## src/rtl/uart_controller.sv

```systemverilog
// uart_controller: 8N1 UART behind the MMIO mapper.
// TX serializer plus RX deserializer with a one-byte hold register.
// Status is {rx_data_valid, tx_active, tx_done}.
// Optional feature macro: UART_LOOPBACK_EN (adds in_loopback; RX fed from TX).
module uart_controller #(
   parameter int unsigned CLKS_PER_BIT = 868
) (
   input  logic        in_clk,
   input  logic        in_reset_n,
   input  logic        in_send_en,
   input  logic [31:0] in_tx_data,
   input  logic        in_data_is_read,
   input  logic        in_rx,
`ifdef UART_LOOPBACK_EN
   input  logic        in_loopback,
`endif
   output logic        out_tx,
   output logic [7:0]  out_rx_data,
   output logic [2:0]  out_status
);

   localparam int unsigned CNT_W    = (CLKS_PER_BIT > 1) ? $clog2(CLKS_PER_BIT) : 1;
   localparam int unsigned BIT_LAST = CLKS_PER_BIT - 1;
   localparam int unsigned HALF_M1  = (CLKS_PER_BIT / 2) - 1;

   typedef enum logic [1:0] {S_IDLE, S_START, S_DATA, S_STOP} state_t;

   state_t             r_tx_state, w_tx_next;
   logic [CNT_W-1:0]   r_tx_cnt;
   logic [2:0]         r_tx_bit;
   logic [7:0]         r_tx_shift;
   logic               r_tx, r_tx_active, r_tx_done, r_send_en_d;

   state_t             r_rx_state, w_rx_next;
   logic [CNT_W-1:0]   r_rx_cnt;
   logic [2:0]         r_rx_bit;
   logic [7:0]         r_rx_shift, r_rx_data;
   logic               r_rx_meta, r_rx_sync, r_rx_valid;

   logic               w_tx_accept, w_tx_bit_end;
   logic               w_rx_half, w_rx_full, w_rx_sample, w_rx_line_in, w_rx_done;
   logic               w_unused_tx_data;

   assign w_unused_tx_data = ^in_tx_data[31:8];

   assign w_tx_accept  = in_send_en && !r_send_en_d && (r_tx_state == S_IDLE);
   assign w_tx_bit_end = (r_tx_cnt == CNT_W'(BIT_LAST));

`ifdef UART_LOOPBACK_EN
   assign w_rx_line_in = in_loopback ? r_tx : in_rx;
   assign out_tx       = in_loopback ? 1'b1 : r_tx;
`else
   assign w_rx_line_in = in_rx;
   assign out_tx       = r_tx;
`endif

   assign out_rx_data = r_rx_data;
   assign out_status  = {r_rx_valid, r_tx_active, r_tx_done};

   // TX state register
   always_ff @(posedge in_clk or negedge in_reset_n) begin
      if (!in_reset_n) r_tx_state <= S_IDLE;
      else             r_tx_state <= w_tx_next;
   end

   // TX next-state: each non-idle state lasts one bit period, DATA lasts eight
   always_comb begin
      w_tx_next = r_tx_state;
      case (r_tx_state)
         S_IDLE:  if (w_tx_accept)  w_tx_next = S_START;
         S_START: if (w_tx_bit_end) w_tx_next = S_DATA;
         S_DATA:  if (w_tx_bit_end && (r_tx_bit == 3'd7)) w_tx_next = S_STOP;
         S_STOP:  if (w_tx_bit_end) w_tx_next = S_IDLE;
         default: w_tx_next = S_IDLE;
      endcase
   end

   // TX datapath: bit timer, shifter, registered line and status flags
   always_ff @(posedge in_clk or negedge in_reset_n) begin
      if (!in_reset_n) begin
         r_tx_cnt    <= '0;
         r_tx_bit    <= '0;
         r_tx_shift  <= '0;
         r_tx        <= 1'b1;
         r_tx_active <= 1'b0;
         r_tx_done   <= 1'b0;
         r_send_en_d <= 1'b0;
      end else begin
         r_send_en_d <= in_send_en;
         if (r_tx_state == S_IDLE) begin
            r_tx_cnt <= '0;
            r_tx_bit <= '0;
            if (w_tx_accept) begin
               r_tx_shift  <= in_tx_data[7:0];
               r_tx        <= 1'b0;
               r_tx_active <= 1'b1;
               r_tx_done   <= 1'b0;
            end
         end else if (w_tx_bit_end) begin
            r_tx_cnt <= '0;
            case (r_tx_state)
               S_START: r_tx <= r_tx_shift[0];
               S_DATA: begin
                  r_tx_bit   <= r_tx_bit + 3'd1;
                  r_tx_shift <= {1'b0, r_tx_shift[7:1]};
                  r_tx       <= (r_tx_bit == 3'd7) ? 1'b1 : r_tx_shift[1];
               end
               S_STOP: begin
                  r_tx        <= 1'b1;
                  r_tx_active <= 1'b0;
                  r_tx_done   <= 1'b1;
               end
               default: r_tx <= 1'b1;
            endcase
         end else begin
            r_tx_cnt <= r_tx_cnt + CNT_W'(1);
         end
      end
   end

   // RX line synchronizer, idles high
   always_ff @(posedge in_clk or negedge in_reset_n) begin
      if (!in_reset_n) begin
         r_rx_meta <= 1'b1;
         r_rx_sync <= 1'b1;
      end else begin
         r_rx_meta <= w_rx_line_in;
         r_rx_sync <= r_rx_meta;
      end
   end

   assign w_rx_half   = (r_rx_cnt == CNT_W'(HALF_M1));
   assign w_rx_full   = (r_rx_cnt == CNT_W'(BIT_LAST));
   assign w_rx_sample = ((r_rx_state == S_START) && w_rx_half) ||
                        (((r_rx_state == S_DATA) || (r_rx_state == S_STOP)) && w_rx_full);
   assign w_rx_done   = (r_rx_state == S_STOP) && w_rx_full && r_rx_sync;

   // RX state register
   always_ff @(posedge in_clk or negedge in_reset_n) begin
      if (!in_reset_n) r_rx_state <= S_IDLE;
      else             r_rx_state <= w_rx_next;
   end

   // RX next-state: half-bit start check rejects glitches, then centre sampling
   always_comb begin
      w_rx_next = r_rx_state;
      case (r_rx_state)
         S_IDLE:  if (!r_rx_sync) w_rx_next = S_START;
         S_START: if (w_rx_half)  w_rx_next = r_rx_sync ? S_IDLE : S_DATA;
         S_DATA:  if (w_rx_full && (r_rx_bit == 3'd7)) w_rx_next = S_STOP;
         S_STOP:  if (w_rx_full)  w_rx_next = S_IDLE;
         default: w_rx_next = S_IDLE;
      endcase
   end

   // RX bit timer and LSB-first shifter
   always_ff @(posedge in_clk or negedge in_reset_n) begin
      if (!in_reset_n) begin
         r_rx_cnt   <= '0;
         r_rx_bit   <= '0;
         r_rx_shift <= '0;
      end else if (r_rx_state == S_IDLE) begin
         r_rx_cnt <= '0;
         r_rx_bit <= '0;
      end else if (w_rx_sample) begin
         r_rx_cnt <= '0;
         if (r_rx_state == S_DATA) begin
            r_rx_shift <= {r_rx_sync, r_rx_shift[7:1]};
            r_rx_bit   <= r_rx_bit + 3'd1;
         end
      end else begin
         r_rx_cnt <= r_rx_cnt + CNT_W'(1);
      end
   end

   // RX hold register: a completed byte wins over a simultaneous read ack
   always_ff @(posedge in_clk or negedge in_reset_n) begin
      if (!in_reset_n) begin
         r_rx_data  <= '0;
         r_rx_valid <= 1'b0;
      end else if (w_rx_done) begin
         r_rx_data  <= r_rx_shift;
         r_rx_valid <= 1'b1;
      end else if (in_data_is_read) begin
         r_rx_valid <= 1'b0;
      end
   end

endmodule

```

## config.mk

```make
export PLATFORM = sky130hd
export DESIGN_NAME = uart_controller
export DESIGN_NICKNAME = d
export VERILOG_FILES = /design/src/rtl/uart_controller.sv
export SDC_FILE = /design/constraint.sdc
export NUM_CORES = 1
export LEC_CHECK = 0
export CAP_MARGIN = 20
export CORE_MARGIN = 2
export CORE_UTILIZATION = 46
export DETAILED_ROUTE_END_ITERATION = 10
export PLACE_DENSITY = 0.74
export SYNTH_ARGS = -nofsm -noshare
export SYNTH_HDL_FRONTEND = slang
export SYNTH_SLANG_ARGS = --single-unit
```

## constraint.sdc

```tcl
create_clock -name in_clk -period 2.3 [get_ports in_clk]
set_input_delay 0.23 -clock in_clk [delete_from_list [all_inputs] [get_ports in_clk]]
set_output_delay 0.23 -clock in_clk [all_outputs]
set_load 0.03 [all_outputs]
```

==> results.ini <==
[clock_tree]
hold_buffers=1
postCtsSetupRepairBufs=0
h-tree-depth=3
cts_buffers=9
clk_path_buf_depth=2

[min_path]
hold_class=input port to flip-flop

[setup_path]
endpoint_kind=flip-flop
path_max_fanout=5
worst-path-buf-inv=1
r2r-end=r_tx_state[1]
crit_path_start=r_tx_state[0]
cp_top_family=AND-OR/OR-AND gates
rr_worst_depth=5

[finish]
comb_area_um2=1291
area_growth_pct=21.97
postLayoutCellArea_um2=3528
n_fill_cell=491

[floorplanning]
dieHeight_um=83.30
fp-row-count=28
fp_util_pct=48.29
die_area_um2=6939

[synth]
ys_area_um2=2893
yosysSeqAreaShare_pct=52.90
syn_area_um2=2893
synth_nets=295

[outcome]
status=complete, no violations

[timing]
relSlewSlack_pct=62.26
max_freq_mhz=488.8
drv_slew=0
period_minus_slack_ns=2.046
tns_ns=0
whs_ns=0.2891
finalCritPeriodShare_pct=88.95

[placed_design]
dp_hpwl_um=3266

[power_and_ir_drop]
ir_drop_v=0.0005463

[drt]
drtAntennaViolNets=0
drt_iter0_markers=92

[grt]
gr-usage-met1_pct=18.11

[per-layer routing]
layer	vias up	share of wire, %
met4	0	0.61
met3	4	3.9
met2	28	49
met1	889	46
li1	918	-
met5	-	0
[cells in the mapped netlist]
cell / number
buf_4: 3
and3_1: 2
nor4bb_1: 1
nand4_1: 2
ha_1: 11
a222oi_1: 1
nor2_1: 33
nor3b_1: 1
nand3_1: 12
nor2_2: 1
or4b_1: 1
dfrtp_1: 58
nand3_2: 1
nor4_1: 2
and4bb_2: 2
nor2b_1: 2
a22oi_2: 1
clkbuf_1: 5
mux2_2: 30
a2bb2oi_1: 1
a311o_1: 2
nand4_2: 3
a31oi_1: 1
or3_1: 1
nand2_1: 14
dfstp_2: 3
nand2b_1: 3
inv_1: 8
nor3b_2: 2
o21ai_2: 1
xor2_1: 5
o22a_1: 1
or3b_2: 1
mux2i_1: 4
nor3_1: 3
o21ai_0: 8
a211oi_1: 1
nor3b_4: 1
xnor2_1: 12
and2_1: 3
[stage by stage]
stage / cells / power, mW
after global routing: 359 / 2.598
final: 359 / 2.506
after detailed placement: 342 / 1.146
after global placement: 342 / 1.146
after floorplan: 247 / 1.101
after CTS: 359 / 2.534
[state kept, by name (all words and copies together), names as in the netlist, 2 cells and up, named ones only]
signal,cells
r_tx_shift,8
r_tx_state,2
r_rx_cnt,10
r_tx_cnt,10
r_tx_bit,3
r_rx_shift,8
r_rx_bit,3
out_rx_data,8
[worst min-delay path by stage]
stage,start,to,depth (start not counted)
6_report,in_rx,r_rx_meta,1
5_1_grt,in_rx,r_rx_meta,1
4_1_cts,in_rx,r_rx_meta,1
3_5_place_dp,in_reset_n,r_tx_active,1
3_3_place_gp,in_reset_n,r_tx_active,1
2_1_floorplan,in_reset_n,asynchronous set/reset pin,0
[area by class of cell]
type,instances,area share [%]
Sequential cell,61,43.37
Multi-Input combinational cell,170,36.60
Timing Repair Buffer,29,8.156
Clock inverter,6,4.468
Clock buffer,10,3.901
Tap cell,75,2.660
Inverter,8,0.8511
[cell families after synthesis]
family | count (synthesis) | share of synthesized area [%]
muxes | 34 | 13.06
xor gates and xnor gates | 17 | 5.147
DFF | 61 | 52.90
buffers and inverters | 16 | 2.465
adders and majority gates | 11 | 4.758
AOI/OAI and AO/OA | 17 | 4.239
and+or+nand+nor | 91 | 17.43
[cell usage in the layout (no fill, tap or decap), types with 3 or more instances in the layout]
cell type	count
and2_1	3
buf_4	3
bufinv_16	5
clkbuf_8	10
clkdlybuf4s50_1	23
dfrtp_1	58
dfstp_2	3
ha_1	11
inv_1	8
mux2_2	30
mux2i_1	4
nand2_1	14
nand2b_1	3
nand3_1	12
nand4_2	3
nor2_1	33
nor3_1	3
o21ai_0	8
xnor2_1	12
xor2_1	5
[power by group]
| part | switching [mW] | total, mW | leakage, nW | internal, mW |
|---|---|---|---|---|
| Combinational | 0.0245 | 0.0470 | 0.729 | 0.0225 |
| Sequential | 0.00182 | 1.08 | 0.795 | 1.08 |
| Clock | 0.412 | 1.38 | 0.143 | 0.969 |
M2 wires:
Scale: 3 px per um. Cells faint in the background.
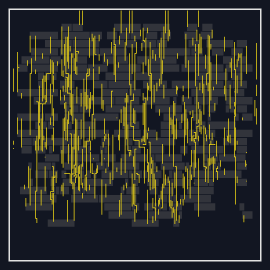
- nets with wire on the layer: 254
- main direction: vertical
Routed WL: 4736 um
vias: 1839

Sequential cells grouped by signal name:
Scale: 6 px per um.
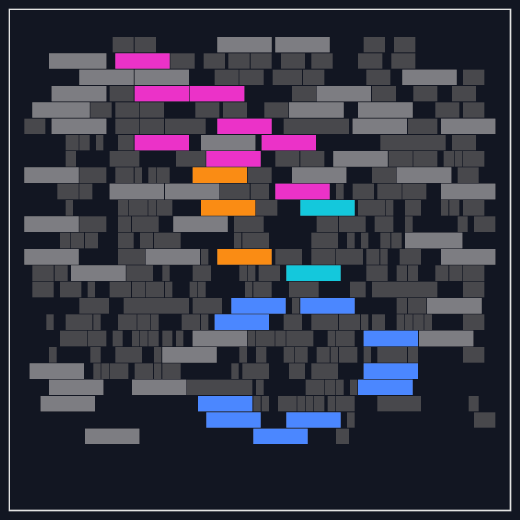
- r_tx_cnt: blue (sequential cells 10; where bottom middle)
- r_tx_state: cyan (sequential cells 2)
- r_tx_bit: orange (sequential cells 3)
- r_rx_shift: magenta (sequential cells 8; where top middle)
- not colored: 38
sequential power: 1.08 mW
Final Util: 58.90%
Flop area: 1530 um^2
flop share of the area: 43.37%

Routing congestion:
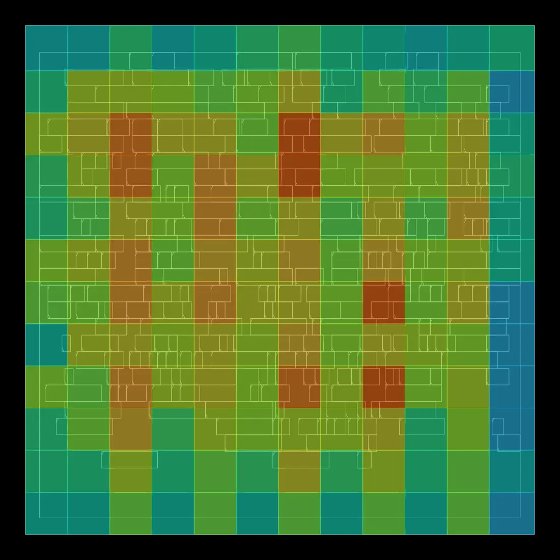
met2 Usage GRT: 24.41%
total track usage: 14.96%
DR WL/cell: 13.19 um

Power figures rest on the tool's default switching activity, not on a simulated workload.
